[config.mk]
export PLATFORM = sky130hd
export DESIGN_NAME = smol_operand_fetch
export DESIGN_NICKNAME = d
export VERILOG_FILES = /design/src/rtl/smol_pkg.sv /design/src/rtl/smol_opf_fwd.sv /design/src/rtl/smol_operand_fetch.sv
export SDC_FILE = /design/constraint.sdc
export NUM_CORES = 1
export LEC_CHECK = 0
export CORE_UTILIZATION = 43
export CTS_CLUSTER_DIAMETER = 150
export DETAILED_ROUTE_END_ITERATION = 7
export GPL_TIMING_DRIVEN = 0
export PLACE_DENSITY = 0.8
export SYNTH_ARGS = -nofsm -noshare
export SYNTH_HDL_FRONTEND = slang
export SYNTH_SLANG_ARGS = --single-unit
[constraint.sdc]
create_clock -name clk -period 1.6 [get_ports clk]
set_input_delay 0.32 -clock clk [delete_from_list [all_inputs] [get_ports clk]]
set_output_delay 0.32 -clock clk [all_outputs]
set_load 0.005 [all_outputs]
[src/rtl/smol_pkg.sv]
// Shared SmolCore types and constants for the operand-fetch slice.
// Define SMOL_OPF_BYPASS_EN to enable writeback forwarding and snooping.
package smol_pkg;

  localparam int XLEN      = 32;
  localparam int AW        = 5;
  localparam int PAYLOAD_W = 32;

  typedef logic [AW-1:0]   reg_addr_t;
  typedef logic [XLEN-1:0] xlen_t;

  localparam reg_addr_t REG_ZERO = '0;

`ifdef SMOL_OPF_BYPASS_EN
  localparam bit BYPASS_EN = 1'b1;
`else
  localparam bit BYPASS_EN = 1'b0;
`endif

endpackage

[src/rtl/smol_opf_fwd.sv]
// Per-operand resolver: picks x0, live writeback, captured forward or RF data.
// Forwarding terms are active only when SMOL_OPF_BYPASS_EN is defined.
module smol_opf_fwd #(
  parameter int XLEN = smol_pkg::XLEN,
  parameter int AW   = smol_pkg::AW
) (
  input  logic [AW-1:0]   i_rs,
  input  logic            i_wb_we,
  input  logic [AW-1:0]   i_wb_waddr,
  input  logic [XLEN-1:0] i_wb_wdata,
  input  logic            i_fwd,
  input  logic [XLEN-1:0] i_fwd_val,
  input  logic [XLEN-1:0] i_rf_data,
  output logic [XLEN-1:0] o_val
);
  import smol_pkg::*;

  // A live write this cycle is newer than anything captured earlier.
  always_comb begin
    o_val = i_rf_data;
    if (i_rs == REG_ZERO)
      o_val = '0;
    else if (BYPASS_EN && i_wb_we && (i_wb_waddr == i_rs))
      o_val = i_wb_wdata;
    else if (BYPASS_EN && i_fwd)
      o_val = i_fwd_val;
  end

endmodule

[src/rtl/smol_operand_fetch.sv]
// SmolCore operand-fetch stage: issues RF reads, covers the read latency, presents operands.
// Define SMOL_OPF_BYPASS_EN to forward and snoop writeback data.
module smol_operand_fetch #(
  parameter int XLEN      = smol_pkg::XLEN,
  parameter int AW        = smol_pkg::AW,
  parameter int PAYLOAD_W = smol_pkg::PAYLOAD_W
) (
  input  logic                 clk,
  input  logic                 rst,
  input  logic                 in_valid,
  output logic                 in_ready,
  input  logic [AW-1:0]        in_rs1,
  input  logic [AW-1:0]        in_rs2,
  input  logic [AW-1:0]        in_rd,
  input  logic [PAYLOAD_W-1:0] in_payload,
  output logic                 rf_ren1,
  output logic                 rf_ren2,
  output logic [AW-1:0]        rf_raddr1,
  output logic [AW-1:0]        rf_raddr2,
  input  logic [XLEN-1:0]      rf_rdata1,
  input  logic [XLEN-1:0]      rf_rdata2,
  input  logic                 wb_we,
  input  logic [AW-1:0]        wb_waddr,
  input  logic [XLEN-1:0]      wb_wdata,
  output logic                 out_valid,
  input  logic                 out_ready,
  output logic [XLEN-1:0]      out_rs1_val,
  output logic [XLEN-1:0]      out_rs2_val,
  output logic [AW-1:0]        out_rd,
  output logic [PAYLOAD_W-1:0] out_payload
);
  import smol_pkg::*;

  // Slot A: read in flight.
  logic                 r_a_valid;
  logic [AW-1:0]        r_a_rs1, r_a_rs2, r_a_rd;
  logic [PAYLOAD_W-1:0] r_a_payload;
  logic                 r_a_fwd1, r_a_fwd2;
  logic [XLEN-1:0]      r_a_fwdv1, r_a_fwdv2;

  // Slot B: output register, keeps its source addresses for snooping.
  logic                 r_out_valid;
  logic [XLEN-1:0]      r_out_rs1_val, r_out_rs2_val;
  logic [AW-1:0]        r_out_rd, r_b_rs1, r_b_rs2;
  logic [PAYLOAD_W-1:0] r_out_payload;

  logic            w_accept, w_a_adv;
  logic            w_cap1, w_cap2, w_a_hit1, w_a_hit2, w_b_hit1, w_b_hit2;
  logic [XLEN-1:0] w_res1, w_res2;

  function automatic logic f_wb_hit(input logic [AW-1:0] rs);
    return BYPASS_EN && wb_we && (wb_waddr == rs) && (rs != REG_ZERO);
  endfunction

  // Handshakes: a transfer happens on a rising edge where valid && ready;
  // valid never depends on ready, and ready may depend on the downstream ready.
  assign w_a_adv  = r_a_valid && (!r_out_valid || out_ready);
  assign in_ready = !r_a_valid || w_a_adv;
  assign w_accept = in_valid && in_ready;

  // Both enables move together: the RF only updates port 2 when both are high.
  assign rf_ren1   = w_accept && !rst;
  assign rf_ren2   = w_accept && !rst;
  assign rf_raddr1 = in_rs1;
  assign rf_raddr2 = in_rs2;

  assign w_cap1   = f_wb_hit(in_rs1);
  assign w_cap2   = f_wb_hit(in_rs2);
  assign w_a_hit1 = f_wb_hit(r_a_rs1);
  assign w_a_hit2 = f_wb_hit(r_a_rs2);
  assign w_b_hit1 = f_wb_hit(r_b_rs1);
  assign w_b_hit2 = f_wb_hit(r_b_rs2);

  smol_opf_fwd #(.XLEN(XLEN), .AW(AW)) u_fwd1 (
    .i_rs(r_a_rs1), .i_wb_we(wb_we), .i_wb_waddr(wb_waddr), .i_wb_wdata(wb_wdata),
    .i_fwd(r_a_fwd1), .i_fwd_val(r_a_fwdv1), .i_rf_data(rf_rdata1), .o_val(w_res1)
  );

  smol_opf_fwd #(.XLEN(XLEN), .AW(AW)) u_fwd2 (
    .i_rs(r_a_rs2), .i_wb_we(wb_we), .i_wb_waddr(wb_waddr), .i_wb_wdata(wb_wdata),
    .i_fwd(r_a_fwd2), .i_fwd_val(r_a_fwdv2), .i_rf_data(rf_rdata2), .o_val(w_res2)
  );

  // Capture on accept also catches the same-edge write the RF returns stale.
  always_ff @(posedge clk) begin
    if (rst) begin
      r_a_valid   <= 1'b0;
      r_a_rs1     <= '0;
      r_a_rs2     <= '0;
      r_a_rd      <= '0;
      r_a_payload <= '0;
      r_a_fwd1    <= 1'b0;
      r_a_fwd2    <= 1'b0;
      r_a_fwdv1   <= '0;
      r_a_fwdv2   <= '0;
    end else if (w_accept) begin
      r_a_valid   <= 1'b1;
      r_a_rs1     <= in_rs1;
      r_a_rs2     <= in_rs2;
      r_a_rd      <= in_rd;
      r_a_payload <= in_payload;
      r_a_fwd1    <= w_cap1;
      r_a_fwd2    <= w_cap2;
      r_a_fwdv1   <= wb_wdata;
      r_a_fwdv2   <= wb_wdata;
    end else if (w_a_adv) begin
      r_a_valid <= 1'b0;
    end else if (r_a_valid) begin
      if (w_a_hit1) begin
        r_a_fwd1  <= 1'b1;
        r_a_fwdv1 <= wb_wdata;
      end
      if (w_a_hit2) begin
        r_a_fwd2  <= 1'b1;
        r_a_fwdv2 <= wb_wdata;
      end
    end
  end

  always_ff @(posedge clk) begin
    if (rst) begin
      r_out_valid   <= 1'b0;
      r_out_rs1_val <= '0;
      r_out_rs2_val <= '0;
      r_out_rd      <= '0;
      r_out_payload <= '0;
      r_b_rs1       <= '0;
      r_b_rs2       <= '0;
    end else if (w_a_adv) begin
      r_out_valid   <= 1'b1;
      r_out_rs1_val <= w_res1;
      r_out_rs2_val <= w_res2;
      r_out_rd      <= r_a_rd;
      r_out_payload <= r_a_payload;
      r_b_rs1       <= r_a_rs1;
      r_b_rs2       <= r_a_rs2;
    end else if (out_ready) begin
      r_out_valid <= 1'b0;
    end else if (r_out_valid) begin
      if (w_b_hit1) r_out_rs1_val <= wb_wdata;
      if (w_b_hit2) r_out_rs2_val <= wb_wdata;
    end
  end

  assign out_valid   = r_out_valid;
  assign out_rs1_val = r_out_rs1_val;
  assign out_rs2_val = r_out_rs2_val;
  assign out_rd      = r_out_rd;
  assign out_payload = r_out_payload;

endmodule

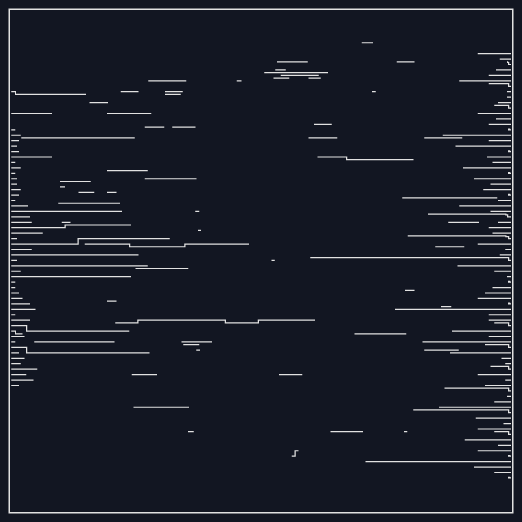
**Above:** met3 routing.
Scale: 4 px per um.
The wires run mostly horizontal. 166 nets have wire on it. The longest straight run is 49.5 um. The layer holds 7.6% of the routed length. The layer carries 1,480 um of wire.
vias: 6,076
met3 Resource Use GR: 6.50%
Total Wirelength: 19.6 mm

==> GITHUB_STEP_SUMMARY <==
## PnR job results

| Metric | Value |
|---|---|
| Status | complete, but fails checks |
| Failing checks | design-rule violations, negative setup slack |
| NonClk Buf Share | slightly below 30% |
| Post CTS Setup Buffer Count | 9 |
| CP top delay family | simple AND/OR/NAND/NOR gates |
| Flop count | roughly 150 |
| Pwr/cell area | between 900 and 1000 nW/um^2 |
| CLK BUF | 25 |
| Area leader share | a little under half |
| Placed insts | between 1,000 and 1,500 |
| Met2 routed WL | approximately 9.4 mm |
| Startpoint types | flop |
| Metal-1 WL | between 8 and 9 mm |
| Placed Area | a little over 9000 um^2 |
| MI comb cells | about 400 |
| Seq pwr share | a little over two fifths |
| PnR worst setup slack | -0.258 ns |
| Fillcell total | roughly 1,200 |
| CTS Buf Count | 17 |
| YS chip area | 6560 um^2 |
| Global-route wire length before repair | between 30 and 40 mm |
| Asr flop ratio synth | 0% |
| DRC | 20 |
| WP depth | 6 |
| RSZ-0062 raised after global routing | yes |
| Die Wd | around 130 um |
| Pre-CTS WS | -1.10 ns |
| Tool warnings | approximately 66 |
| Post-DP HPWL | around 13 mm |
| Final Max Tran Viols | 0 |
| Grt met2 use | ~42% |
| Ports | approximately 270 |
| Max Buffers Root-to-Sink | 2 |
| Htree depth | 4 |
| Worst setup path start | out_valid$_SDFFE_PP0P_ |
| Fmax | ~0.54 GHz |
| # setup viols final | 3 |
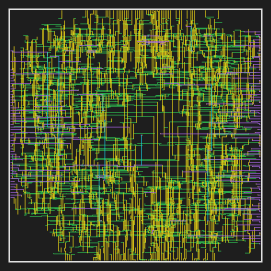
**Above:** wiring by layer.
Scale: 2 px per um.
Key: M3 = purple [wire length 1,480 um]; M1 = green [wire length 8,460 um]; M4 = cyan [wire length 248 um]; M2 = yellow [wire length 9,370 um]
Avg WL per Cell: 17.0 um
Total GRT Usage: 25.0%

Power is estimated from default activity; no workload was simulated.
